**src/rtl/plab5_mcore_net_msg_to_mem_msg_q.sv**
```systemverilog
// Network-to-memory receive adapter: strips the network header, restores the
// memory opaque field for responses, and buffers results in a 2-entry queue.
module plab5_mcore_net_msg_to_mem_msg_q #(
    parameter int p_net_dest          = 0,
    parameter int p_is_resp           = 0,
    parameter int p_mem_opaque_nbits  = 8,
    parameter int p_mem_addr_nbits    = 32,
    parameter int p_mem_data_nbits    = 32,
    parameter int p_net_opaque_nbits  = 4,
    parameter int p_net_srcdest_nbits = 3,
    localparam int len_nbits = $clog2(p_mem_data_nbits / 8),
    localparam int mn = (p_is_resp != 0)
        ? (3 + p_mem_opaque_nbits + len_nbits + p_mem_data_nbits)
        : (3 + p_mem_opaque_nbits + p_mem_addr_nbits + len_nbits + p_mem_data_nbits),
    localparam int nn = mn + p_net_opaque_nbits + 2 * p_net_srcdest_nbits
) (
    input  logic          clk,
    input  logic          reset,
    input  logic          sd,
    input  logic          in_val,
    output logic          in_rdy,
    input  logic [nn-1:0] in_msg,
    output logic          out_val,
    input  logic          out_rdy,
    output logic [mn-1:0] out_msg,
    output logic          misroute,
    output logic [7:0]    misroute_count,
    output logic [15:0]   msg_count
);

    localparam int mo = p_mem_opaque_nbits;
    localparam int md = p_mem_data_nbits;
    localparam int no = p_net_opaque_nbits;
    localparam int ns = p_net_srcdest_nbits;
    localparam logic [ns-1:0] dest_id = ns'(p_net_dest);

    typedef enum logic [1:0] {
        EMPTY = 2'd0,
        ONE   = 2'd1,
        FULL  = 2'd2
    } state_t;

    state_t        state_reg, state_next;
    logic          enq_ptr_reg, enq_ptr_next;
    logic          deq_ptr_reg, deq_ptr_next;
    logic          misroute_reg;
    logic [7:0]    misroute_count_reg;
    logic [15:0]   msg_count_reg;
    logic          enq, deq, misroute_hit;
    logic [mn-1:0] enq_msg;
    logic [ns-1:0] dest_field;
    logic          unused_bits;

    assign in_rdy  = (state_reg != FULL);
    assign out_val = (state_reg != EMPTY);
    assign enq     = in_val && in_rdy;
    assign deq     = out_val && out_rdy;

    assign dest_field   = in_msg[nn-1 -: ns];
    assign misroute_hit = enq && (dest_field != dest_id);

    // Network src and opaque fields are dropped; sd only labels the ports.
    assign unused_bits = ^{sd, in_msg[mn +: no + ns]};

    generate
        if (p_is_resp != 0) begin : g_resp
            localparam int op_lsb = md + len_nbits;
            logic unused_core_id;
            // Top ns opaque bits held the core id for network routing; the core
            // expects them cleared, so only the low mo-ns bits survive.
            assign enq_msg = {in_msg[mn-1 -: 3], {ns{1'b0}},
                              in_msg[op_lsb +: mo - ns], in_msg[op_lsb-1:0]};
            assign unused_core_id = ^in_msg[op_lsb + mo - ns +: ns];
        end else begin : g_req
            assign enq_msg = in_msg[mn-1:0];
        end
    endgenerate

    genvar gi;
    generate
        for (gi = 0; gi < 2; gi++) begin : g_entry
            logic [mn-1:0] data_reg;
            always_ff @(posedge clk) begin
                if (enq && (enq_ptr_reg == 1'(gi))) begin
                    data_reg <= enq_msg;
                end
            end
        end
    endgenerate

    assign out_msg = deq_ptr_reg ? g_entry[1].data_reg : g_entry[0].data_reg;

    always_comb begin
        state_next   = state_reg;
        enq_ptr_next = enq_ptr_reg;
        deq_ptr_next = deq_ptr_reg;
        if (enq) begin
            enq_ptr_next = ~enq_ptr_reg;
        end
        if (deq) begin
            deq_ptr_next = ~deq_ptr_reg;
        end
        case (state_reg)
            EMPTY:   if (enq) state_next = ONE;
            ONE: begin
                if (enq && !deq) begin
                    state_next = FULL;
                end else if (!enq && deq) begin
                    state_next = EMPTY;
                end
            end
            FULL:    if (deq) state_next = ONE;
            default: state_next = EMPTY;
        endcase
    end

    always_ff @(posedge clk) begin
        if (reset) begin
            state_reg          <= EMPTY;
            enq_ptr_reg        <= 1'b0;
            deq_ptr_reg        <= 1'b0;
            misroute_reg       <= 1'b0;
            misroute_count_reg <= 8'd0;
            msg_count_reg      <= 16'd0;
        end else begin
            state_reg   <= state_next;
            enq_ptr_reg <= enq_ptr_next;
            deq_ptr_reg <= deq_ptr_next;
            if (misroute_hit) begin
                misroute_reg <= 1'b1;
                if (misroute_count_reg != 8'hFF) begin
                    misroute_count_reg <= misroute_count_reg + 8'd1;
                end
            end
            if (deq) begin
                msg_count_reg <= msg_count_reg + 16'd1;
            end
        end
    end

    assign misroute       = misroute_reg;
    assign misroute_count = misroute_count_reg;
    assign msg_count      = msg_count_reg;

endmodule

```
**config.mk**
```make
export PLATFORM = sky130hd
export DESIGN_NAME = plab5_mcore_net_msg_to_mem_msg_q
export DESIGN_NICKNAME = d
export VERILOG_FILES = /design/src/rtl/plab5_mcore_net_msg_to_mem_msg_q.sv
export SDC_FILE = /design/constraint.sdc
export NUM_CORES = 1
export LEC_CHECK = 0
export ABC_AREA = 1
export CAP_MARGIN = 40
export CORE_MARGIN = 4
export CORE_UTILIZATION = 40
export CTS_BUF_LIST = sky130_fd_sc_hd__clkbuf_2 sky130_fd_sc_hd__clkbuf_4 sky130_fd_sc_hd__clkbuf_8
export CTS_CLUSTER_SIZE = 30
export DETAILED_ROUTE_END_ITERATION = 10
export PLACE_DENSITY = 0.69
export REMOVE_ABC_BUFFERS = 1
export SLEW_MARGIN = 20
export SYNTH_ARGS = -nofsm -noshare
export SYNTH_HDL_FRONTEND = slang
export SYNTH_SLANG_ARGS = --single-unit
```
**constraint.sdc**
```tcl
create_clock -name clk -period 7.3 [get_ports clk]
set_clock_uncertainty 0.05 [all_clocks]
set_input_delay 1.46 -clock clk [delete_from_list [all_inputs] [get_ports clk]]
set_output_delay 1.46 -clock clk [all_outputs]
set_load 0.02 [all_outputs]
```
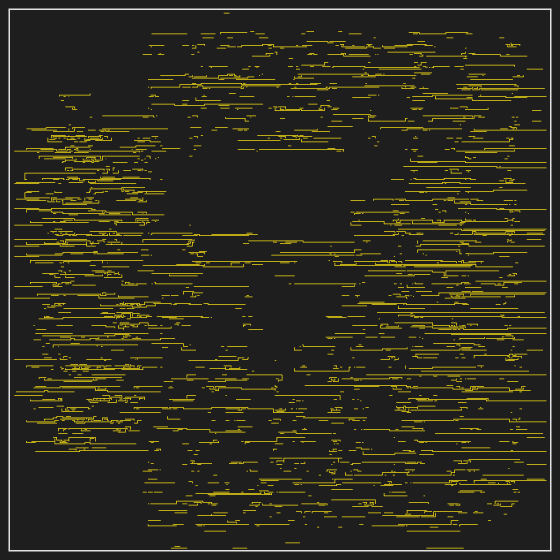
met1.png
- wire length on this layer: 6740 microns
- nets with wire on the layer: 813

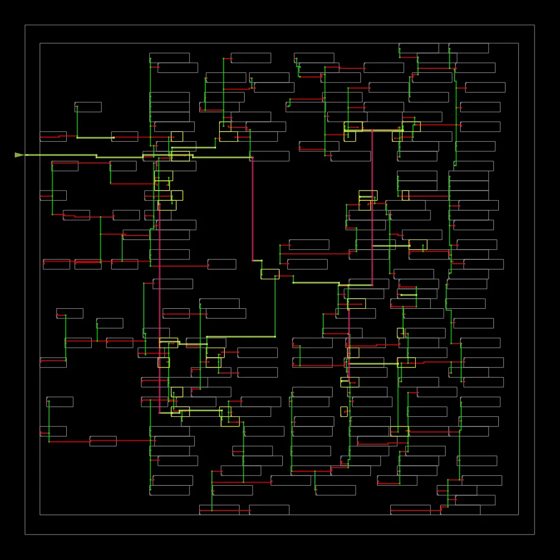
final_clocks.png
clk ins delay skew pair: 0.45 ns
clk pwr: 0.618 mW
clock buffers: 18

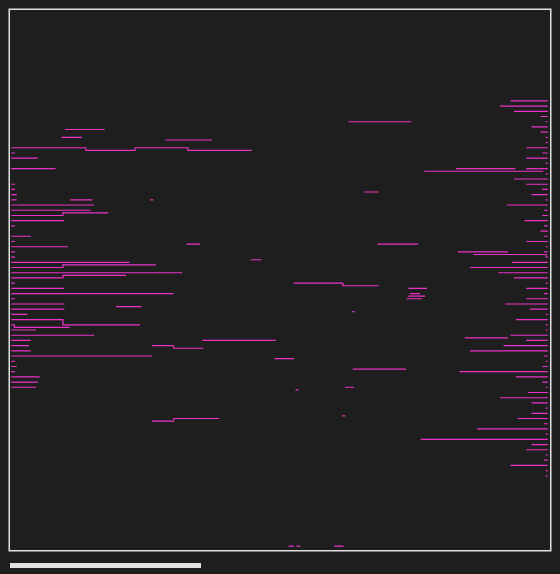
met3.png
The bar under the picture is 50 microns long.
- nets with wire on the layer: 131
- longest straight run: 44.4 microns
- share of all routed wire: 8.0%

==> out/metrics.cfg <==
[synthesis]
yosys_most_used_dff = edfxtp_1
synth_cells = 625
synth_area_leader_cell = edfxtp_1
common_cells = nand2_1, edfxtp_1, nor2_1
yosys_cells = 625
syn-cell-area_sq_um = 7080
mux_share = 0
ys_top_logic_family = simple AND/OR/NAND/NOR gates

[layout]
fin_area_sq_um = 9630
area_delta_synth_final_pct = 36.0

[floorplanning]
ios = 196
die-area_sq_um = 19900
row_count = 48

[status]
outcome = completed

[place]
dpl.hpwl_mm = 10.2
finalWeightedCongestion = 0.809
io_buffers = 187

[setup_path]
arrival_ns = 2.99
reg2reg_from = state_reg[0]
cp-end-kind = output port

[clocking]
post_cts.repair.setup_buffers = 0
cts_resized = 0
clockBufferDepth = 2

[global_routing]
grt_pass1_vias = 4609

[sta]
fin_crit_ns = 4.50
fin_setup_tns_ns = 0
worst_slew_pin_slew_ns = 0.683
slew_headroom = 0.545
setup_viol = 0
report.final.hold_viol_count = 0

[detailed_routing]
route.detailed.wl_per_inst_microns = 14.5
drt_iter0_markers = 220
drtAntennaViolNets = 0

[worst_hold_path]
hp-start = misroute

[pwr]
p_leak_nw = 3.71

## through the flow
step	cells	setup slack (ns)	hold WS, ns	power [mW]
after floorplan	606	1.96	0.448	1.88
after global placement	1022	3.13	0.408	2.36
after detailed placement	1025	3.22	0.415	2.39
after CTS	1057	2.70	0.438	3.00
after global routing	1057	2.52	0.468	3.14
final	1057	2.80	0.431	2.96
## critical path: stages, from the launching register on
cell and delay, ns:
dfxtp_2 0.32, buf_4 0.19, buf_16 0.23, inv_2 0.31, buf_4 0.61, nand2_1 0.11
nand2_1 0.13, clkdlybuf4s50_1 0.61
## cell type report
type | instances | area, sq um
inverters | 30 | 113
clock buffers | 18 | 241
well taps | 225 | 282
repair buffers | 194 | 1980
fillers | 1480 | 7670
clock inverters | 14 | 116
flip-flops and latches | 183 | 5210
multi-input cells | 393 | 1700
## report_power, final
group | internal [mW] | switching, mW | total [mW]
Sequential | 1.28 | 0.0393 | 1.32
Clock | 0.249 | 0.368 | 0.618
Combinational | 0.423 | 0.602 | 1.02
## cells in the final DEF, fill, tap and decap left out, types with 5 or more instances in the layout
cell	n
a21oi_1	15
edfxtp_1	154
nand3_1	11
inv_6	5
o21ai_0	6
inv_1	25
nor2_1	37
inv_2	5
clkbuf_8	17
nand2_1	290
dfxtp_1	28
clkdlybuf4s50_1	187
## path summary, 6_finish.rpt
path | end | slack [ns] | depth (start not counted)
worst max-delay path | out_msg[10] | 2.80 | 7
worst min-delay path | misroute | 0.43 | 2
worst max register to register | g_entry[0].data_reg[46] | 5.08 | 5
worst min register to register | misroute | 0.43 | 2
## metal layers
metal / wire [microns] / track usage / part of all wire
met5: 0 / 0 / 0
met1: 6740 / 0.205 / 0.44
met4: 272 / 0.0520 / 0.018
met2: 7050 / 0.245 / 0.46
met3: 1220 / 0.0577 / 0.080
Power and IR drop assume default switching activity.
